Figure 1. Met1 routing.
The bar under the picture is 20 um long. Supply wires on this layer in gray.
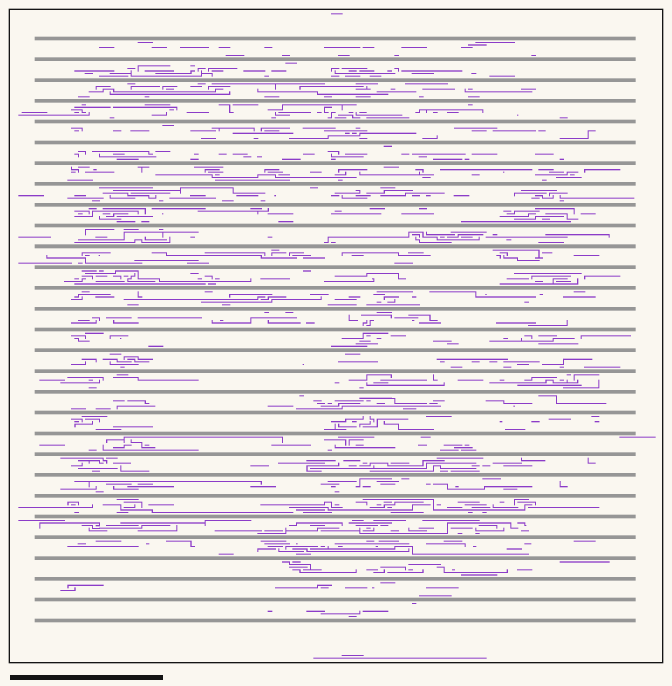
Figure 2. The metal 2 layer.
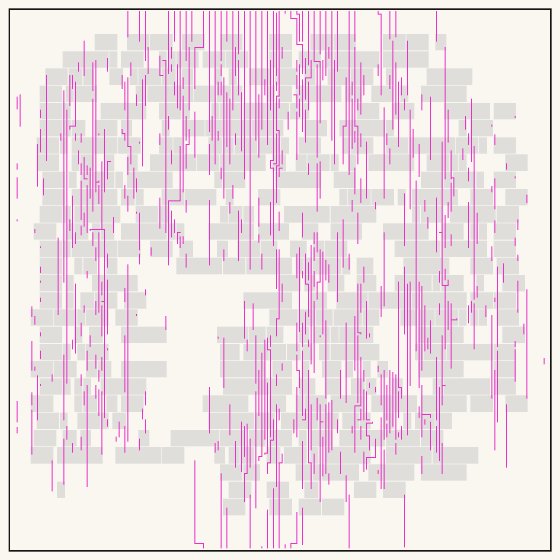
--- src/rtl/lsu_arbiter_if.sv ---
// lsu_arbiter_if: bundles both master request ports and the LSU pin bus of lsu_arbiter
interface lsu_arbiter_if;
    logic        m0_req;
    logic        m0_we;
    logic [15:0] m0_a;
    logic [7:0]  m0_d;
    logic        m0_ack;
    logic        m0_err;
    logic [7:0]  m0_q;
    logic        m1_req;
    logic        m1_we;
    logic [15:0] m1_a;
    logic [7:0]  m1_d;
    logic        m1_ack;
    logic        m1_err;
    logic [7:0]  m1_q;
    logic [15:0] lsu_a;
    logic [7:0]  lsu_d;
    logic        lsu_re;
    logic        lsu_we;
    logic [7:0]  lsu_q;
    logic        busy;
    logic        last_gnt;

    modport slave (
        input  m0_req, m0_we, m0_a, m0_d, m1_req, m1_we, m1_a, m1_d, lsu_q,
        output m0_ack, m0_err, m0_q, m1_ack, m1_err, m1_q,
        output lsu_a, lsu_d, lsu_re, lsu_we, busy, last_gnt
    );

    modport master (
        output m0_req, m0_we, m0_a, m0_d, m1_req, m1_we, m1_a, m1_d, lsu_q,
        input  m0_ack, m0_err, m0_q, m1_ack, m1_err, m1_q,
        input  lsu_a, lsu_d, lsu_re, lsu_we, busy, last_gnt
    );
endinterface

--- src/rtl/lsu_arbiter.sv ---
// lsu_arbiter: round-robin two-master sequencer driving a single-ported LSU, one transaction at a time
module lsu_arbiter #(
    parameter int          READ_LAT = 0,
    parameter logic [15:0] ROM_BASE = 16'h8000
) (
    input logic         clk,
    input logic         rst,
    lsu_arbiter_if.slave bus
);
    typedef enum logic [1:0] {IDLE, ISSUE, WAIT, DONE} state_t;

    localparam logic [1:0] WAIT_INIT = (READ_LAT > 0) ? 2'(READ_LAT - 1) : 2'd0;

    state_t      state_q;
    logic        gnt_q;
    logic        wr_q;
    logic        err_q;
    logic [1:0]  cnt_q;
    logic [15:0] lsu_a_q;
    logic [7:0]  lsu_d_q;
    logic        lsu_re_q;
    logic        lsu_we_q;
    logic        busy_q;
    logic        m0_ack_q;
    logic        m1_ack_q;
    logic        m0_err_q;
    logic        m1_err_q;
    logic [7:0]  m0_q_q;
    logic [7:0]  m1_q_q;

    logic        any_req_d;
    logic        win_d;
    logic        win_we_d;
    logic [15:0] win_a_d;
    logic [7:0]  win_dat_d;
    logic        rom_hit_d;
    logic        fin_d;
    logic        cap_d;

    // Winner selection (contention goes to the port not granted last) and transaction-end detection.
    always_comb begin
        any_req_d = bus.m0_req | bus.m1_req;
        win_d     = (bus.m0_req & bus.m1_req) ? ~gnt_q : bus.m1_req;
        win_we_d  = win_d ? bus.m1_we : bus.m0_we;
        win_a_d   = win_d ? bus.m1_a : bus.m0_a;
        win_dat_d = win_d ? bus.m1_d : bus.m0_d;
        rom_hit_d = win_a_d >= ROM_BASE;
        fin_d     = (state_q == ISSUE && (wr_q || READ_LAT == 0)) || (state_q == WAIT && cnt_q == 2'd0);
        cap_d     = fin_d & ~wr_q;
    end

    // Sequencer FSM; every output is a register updated here.
    always_ff @(posedge clk) begin
        if (!rst) begin
            state_q  <= IDLE;
            gnt_q    <= 1'b1;
            wr_q     <= 1'b0;
            err_q    <= 1'b0;
            cnt_q    <= 2'd0;
            lsu_a_q  <= 16'd0;
            lsu_d_q  <= 8'd0;
            lsu_re_q <= 1'b0;
            lsu_we_q <= 1'b0;
            busy_q   <= 1'b0;
            m0_ack_q <= 1'b0;
            m1_ack_q <= 1'b0;
            m0_err_q <= 1'b0;
            m1_err_q <= 1'b0;
            m0_q_q   <= 8'd0;
            m1_q_q   <= 8'd0;
        end else begin
            m0_ack_q <= fin_d & ~gnt_q;
            m1_ack_q <= fin_d & gnt_q;
            m0_err_q <= fin_d & ~gnt_q & err_q;
            m1_err_q <= fin_d & gnt_q & err_q;
            if (cap_d && !gnt_q) m0_q_q <= bus.lsu_q;
            if (cap_d && gnt_q) m1_q_q <= bus.lsu_q;
            case (state_q)
                IDLE: begin
                    if (any_req_d) begin
                        state_q  <= ISSUE;
                        busy_q   <= 1'b1;
                        gnt_q    <= win_d;
                        wr_q     <= win_we_d;
                        err_q    <= win_we_d & rom_hit_d;
                        lsu_a_q  <= win_a_d;
                        lsu_d_q  <= win_dat_d;
                        lsu_re_q <= ~win_we_d;
                        lsu_we_q <= win_we_d & ~rom_hit_d;
                    end
                end
                ISSUE: begin
                    lsu_we_q <= 1'b0;
                    if (fin_d) begin
                        state_q  <= DONE;
                        lsu_re_q <= 1'b0;
                    end else begin
                        state_q <= WAIT;
                        cnt_q   <= WAIT_INIT;
                    end
                end
                WAIT: begin
                    if (fin_d) begin
                        state_q  <= DONE;
                        lsu_re_q <= 1'b0;
                    end else begin
                        cnt_q <= cnt_q - 2'd1;
                    end
                end
                default: begin
                    state_q <= IDLE;
                    busy_q  <= 1'b0;
                end
            endcase
        end
    end

    assign bus.lsu_a    = lsu_a_q;
    assign bus.lsu_d    = lsu_d_q;
    assign bus.lsu_re   = lsu_re_q;
    assign bus.lsu_we   = lsu_we_q;
    assign bus.busy     = busy_q;
    assign bus.last_gnt = gnt_q;
    assign bus.m0_ack   = m0_ack_q;
    assign bus.m1_ack   = m1_ack_q;
    assign bus.m0_err   = m0_err_q;
    assign bus.m1_err   = m1_err_q;
    assign bus.m0_q     = m0_q_q;
    assign bus.m1_q     = m1_q_q;
endmodule

--- src/flat_wrapper.sv ---
// flat-port wrapper written by rule: the top's interface ports become plain ports
module lsu_arbiter_flat 
#(
    parameter int          READ_LAT = 0,
    parameter logic [15:0] ROM_BASE = 16'h8000
)
  (clk, rst, bus_m0_req, bus_m0_we, bus_m0_a, bus_m0_d, bus_m1_req, bus_m1_we, bus_m1_a, bus_m1_d, bus_lsu_q, bus_m0_ack, bus_m0_err, bus_m0_q, bus_m1_ack, bus_m1_err, bus_m1_q, bus_lsu_a, bus_lsu_d, bus_lsu_re, bus_lsu_we, bus_busy, bus_last_gnt);
  lsu_arbiter_if bus_i ();
  input logic clk;
  input logic rst;
  input wire logic [$bits(bus_i.m0_req)-1:0] bus_m0_req;
  input wire logic [$bits(bus_i.m0_we)-1:0] bus_m0_we;
  input wire logic [$bits(bus_i.m0_a)-1:0] bus_m0_a;
  input wire logic [$bits(bus_i.m0_d)-1:0] bus_m0_d;
  input wire logic [$bits(bus_i.m1_req)-1:0] bus_m1_req;
  input wire logic [$bits(bus_i.m1_we)-1:0] bus_m1_we;
  input wire logic [$bits(bus_i.m1_a)-1:0] bus_m1_a;
  input wire logic [$bits(bus_i.m1_d)-1:0] bus_m1_d;
  input wire logic [$bits(bus_i.lsu_q)-1:0] bus_lsu_q;
  output wire logic [$bits(bus_i.m0_ack)-1:0] bus_m0_ack;
  output wire logic [$bits(bus_i.m0_err)-1:0] bus_m0_err;
  output wire logic [$bits(bus_i.m0_q)-1:0] bus_m0_q;
  output wire logic [$bits(bus_i.m1_ack)-1:0] bus_m1_ack;
  output wire logic [$bits(bus_i.m1_err)-1:0] bus_m1_err;
  output wire logic [$bits(bus_i.m1_q)-1:0] bus_m1_q;
  output wire logic [$bits(bus_i.lsu_a)-1:0] bus_lsu_a;
  output wire logic [$bits(bus_i.lsu_d)-1:0] bus_lsu_d;
  output wire logic [$bits(bus_i.lsu_re)-1:0] bus_lsu_re;
  output wire logic [$bits(bus_i.lsu_we)-1:0] bus_lsu_we;
  output wire logic [$bits(bus_i.busy)-1:0] bus_busy;
  output wire logic [$bits(bus_i.last_gnt)-1:0] bus_last_gnt;
  assign bus_i.m0_req = bus_m0_req;
  assign bus_i.m0_we = bus_m0_we;
  assign bus_i.m0_a = bus_m0_a;
  assign bus_i.m0_d = bus_m0_d;
  assign bus_i.m1_req = bus_m1_req;
  assign bus_i.m1_we = bus_m1_we;
  assign bus_i.m1_a = bus_m1_a;
  assign bus_i.m1_d = bus_m1_d;
  assign bus_i.lsu_q = bus_lsu_q;
  assign bus_m0_ack = bus_i.m0_ack;
  assign bus_m0_err = bus_i.m0_err;
  assign bus_m0_q = bus_i.m0_q;
  assign bus_m1_ack = bus_i.m1_ack;
  assign bus_m1_err = bus_i.m1_err;
  assign bus_m1_q = bus_i.m1_q;
  assign bus_lsu_a = bus_i.lsu_a;
  assign bus_lsu_d = bus_i.lsu_d;
  assign bus_lsu_re = bus_i.lsu_re;
  assign bus_lsu_we = bus_i.lsu_we;
  assign bus_busy = bus_i.busy;
  assign bus_last_gnt = bus_i.last_gnt;
  lsu_arbiter #(.READ_LAT(READ_LAT), .ROM_BASE(ROM_BASE)) u_core (.clk(clk), .rst(rst), .bus(bus_i));
endmodule
--- config.mk ---
export PLATFORM = sky130hd
export DESIGN_NAME = lsu_arbiter_flat
export DESIGN_NICKNAME = d
export VERILOG_FILES = /design/src/rtl/lsu_arbiter_if.sv /design/src/rtl/lsu_arbiter.sv /design/src/flat_wrapper.sv
export SDC_FILE = /design/constraint.sdc
export NUM_CORES = 1
export LEC_CHECK = 0
export CORE_MARGIN = 3
export CORE_UTILIZATION = 37
export DETAILED_ROUTE_END_ITERATION = 7
export PLACE_DENSITY = 0.76
export REMOVE_ABC_BUFFERS = 1
export SLEW_MARGIN = 20
export SYNTH_ARGS = -nofsm -noshare
export SYNTH_HDL_FRONTEND = slang
export SYNTH_SLANG_ARGS = --single-unit
--- constraint.sdc ---
create_clock -name clk -period 1.6 [get_ports clk]
set_input_delay 0.16 -clock clk [delete_from_list [all_inputs] [get_ports clk]]
set_output_delay 0.16 -clock clk [all_outputs]
set_load 0.005 [all_outputs]
==> flow_summary.yaml <==
# implementation run metrics
clock_tree:
  cts_root_buf: "clkbuf_8"
  numCtsBuffers: 5
  cts.clk_slew.worst_paths_ps: 90
  clock_sinks: 54
  clock.latency.late_pin_ps: 300
  tritoncts: "yes"
  holdBufCountCts: 0
power_and_ir_drop:
  sw_frac_of_total_pct: 27.8
  p_int_mw: 2.48
  combPwrFrac_pct: 32.4
  sequentialPowerShare_pct: 46.2
  p_per_area_nw_per_um2: 914
  vdd_drop_max_mv: 0.458
  pwr-share-clk_pct: 21.4
  p_leak_nw: 1.44
logic_synthesis:
  synth_seq_share_pct: 46.4
  top_area_cell: "dfxtp_1"
  avgSynthCellArea_sq_um: 8.66
  ys_area_sq_um: 2330
  synthArstFlopShare_pct: 0
  ys_cells: 269
  synth.cell_area_sq_um: 2330
  synth.distinct_cells: 35
  synth_top_area_share_pct: 46.4
  area_leaders: "dfxtp_1, nand2_1, mux2i_1"
  most_common_cell: "nand2_1"
  yosys-top-cells-count: "nand2_1, dfxtp_1, o21ai_0, a31oi_1, mux2i_1"
placed_design:
  numPortBuffers: 109
  hpwl_mm: 4.58
  dp.cells: 452
  dpl_cell_area_sq_um: 3600
floorplan:
  dieWidth_um: 85.3
  ioPinCount: 110
  die_area_sq_um: 7280
  fp.dieH_um: 85.3
grt:
  grt_max_degree: 47
  grt.overflow.total: 0
  grt_pass1_wl_mm: 10.0
  antenna_found_initial: 0
  grt_use_total_pct: 16.8
finish:
  area_delta_synth_final_pct: 61.5
  final_layout_size_suffix_gt1_share_pct: 10.9
  final_area_sq_um: 3760
  n_antenna_cell: 0
  instances_no_fill: 462
  utilization_pct: 62.8
setup_path:
  crit_end: "u_core.bus.lsu_re"
  r2r_slack_ps: 60
  start_kind: "flop"
  r2r_cells: 6
  crit_start: "u_core.state_q[0]"
  r2r_end: "u_core.bus.lsu_re"
  r2r_start: "u_core.state_q[0]"
  max_stage_delay_ps: 350
  required_ps: 1790
  path_cells: "inv_1 > ha_2 > nor3b_1 > buf_4 > a211o_1 > a32o_1"
  cp_slowest_cell: "dfxtp_2"
drt:
  drc: 0
  drt-wirelength-per-cell_um: 13.3
  vias_per_cell: 4.86
  drt_first_pass_iters: 4
  drt_wl_total_mm: 6.13
  drtIter0Drc: 84
  num_vias: 2246
sta:
  fin_skew_ps: 14.0
  fin_ws_ps: 62.5
  setup_violations: 0
  rsz0062_at_grt: "true"
  tightest_slew_ps: 479
  drv_slew: 0
  fin_setup_tns_ps: 0
  max_freq_mhz: 650
  finalHoldViolCount: 0
  post-route-min-period_ps: 1540
  post-route-period-util_pct: 96.1
  relSlewSlack_pct: 68.0
hold_path:
  worstHoldPathCells: 3
job:
  cap_violations: 0
status:
  status: "finished, final reports clean"
About Figure 1:
wire length on this layer: 2600 um
longest straight run: 24.4 um
share of all routed wire: 42%
main direction: horizontal

About Figure 2:
wire length on this layer: 2960 um
nets with wire on the layer: 368
main direction: vertical
longest straight run: 43.2 um
share of all routed wire: 48%

sequential cells by signal, summed over array words and instances, names as in the netlist, 2 cells and up:
signal / cells
u_core.cnt_q: 2
u_core.bus.m0_q: 8
u_core.state_q: 2
u_core.bus.lsu_d: 8
u_core.bus.m1_q: 8
u_core.bus.lsu_a: 16
power by group through the flow:
stage	Sequential [mW]	Combinational [mW]	Clock [mW]
floorplan	1.62	0.398	0
global placement	1.61	1.06	0
detailed placement	1.61	1.07	0
CTS	1.59	1.09	0.765
global route	1.61	1.22	0.820
finish	1.59	1.12	0.736
cell usage in the layout (no fill, tap or decap), types with 2 or more instances in the layout:
| cell | netlist | layout |
|---|---|---|
| mux2i_1 | 17 | 17 |
| inv_1 | 6 | 6 |
| nor2_1 | 4 | 4 |
| nand2b_1 | 2 | 2 |
| a31oi_1 | 23 | 23 |
| dfxtp_1 | 54 | 51 |
| o21ai_0 | 28 | 28 |
| dfxtp_2 | 0 | 3 |
| a21oi_1 | 6 | 6 |
| nor3b_1 | 6 | 5 |
| ha_2 | 0 | 2 |
| clkbuf_8 | 0 | 5 |
| o21a_1 | 5 | 4 |
| clkdlybuf4s50_1 | 0 | 108 |
| nand2_1 | 73 | 73 |
| buf_12 | 0 | 6 |
| ha_1 | 5 | 3 |
| buf_4 | 2 | 13 |
| nor4bb_1 | 2 | 2 |
worst min path at each step:
stage | start | endpoint | slack (ps)
6_report | rst | u_core.bus.m1_q[6] | 230
4_1_cts | rst | u_core.bus.m1_q[6] | 220
5_1_grt | rst | u_core.bus.m1_q[6] | 230
2_1_floorplan | rst | u_core.bus.last_gnt | 240
3_5_place_dp | u_core.bus.m1_q[7] | u_core.bus.m1_q[7] | 450
3_3_place_gp | u_core.bus.m0_q[2] | u_core.bus.m0_q[2] | 440
routing by layer:
metal / track usage [%] / part of all wire (%)
met4: 5.47 / 1.1
met3: 4.95 / 8.1
met1: 20.4 / 42
met5: 0 / 0
met2: 28.6 / 48
stage by stage:
step                hold slack (ps)  power [mW]
CTS                             217        3.44
detailed placement              449        2.68
finish                          228        3.44
global placement                441        2.67
global route                    225        3.65
floorplan                       236        2.02
worst max-delay path, delay by kind of cell, from the launching register on:
kind	cells	cell delay, ps
buffers and inverters	2	220
AND/OR/NAND/NOR	1	140
AND-OR/OR-AND	2	510
adder cells (fa/ha/maj)	1	210
flip-flops	1	350
kinds of logic after synthesis:
kind of cell	after synthesis	share of synthesized area [%]
buffers and inverters	25	5.16
multiplexers	17	7.31
AND/OR/NAND/NOR	95	18.5
adder cells (fa/ha/maj)	5	2.69
AND-OR/OR-AND	73	19.9
flip-flops	54	46.4
area by class of cell:
cell class / instances / area [sq um]
Clock inverter: 2 / 13.8
Sequential cell: 54 / 1080
Multi-Input combinational cell: 190 / 1160
Timing Repair Buffer: 129 / 1320
Inverter: 6 / 22.5
Fill cell: 516 / 2230
Tap cell: 75 / 93.8
Clock buffer: 6 / 72.6
timing repair:
| item | in CTS | in global routing |
|---|---|---|
| gates resized | 4 | 6 |
| setup endpoints to repair | 14 | 41 |
| buffers inserted | 1 | 1 |
| pin swaps | 1 | 1 |
Power is estimated from default activity; no workload was simulated.
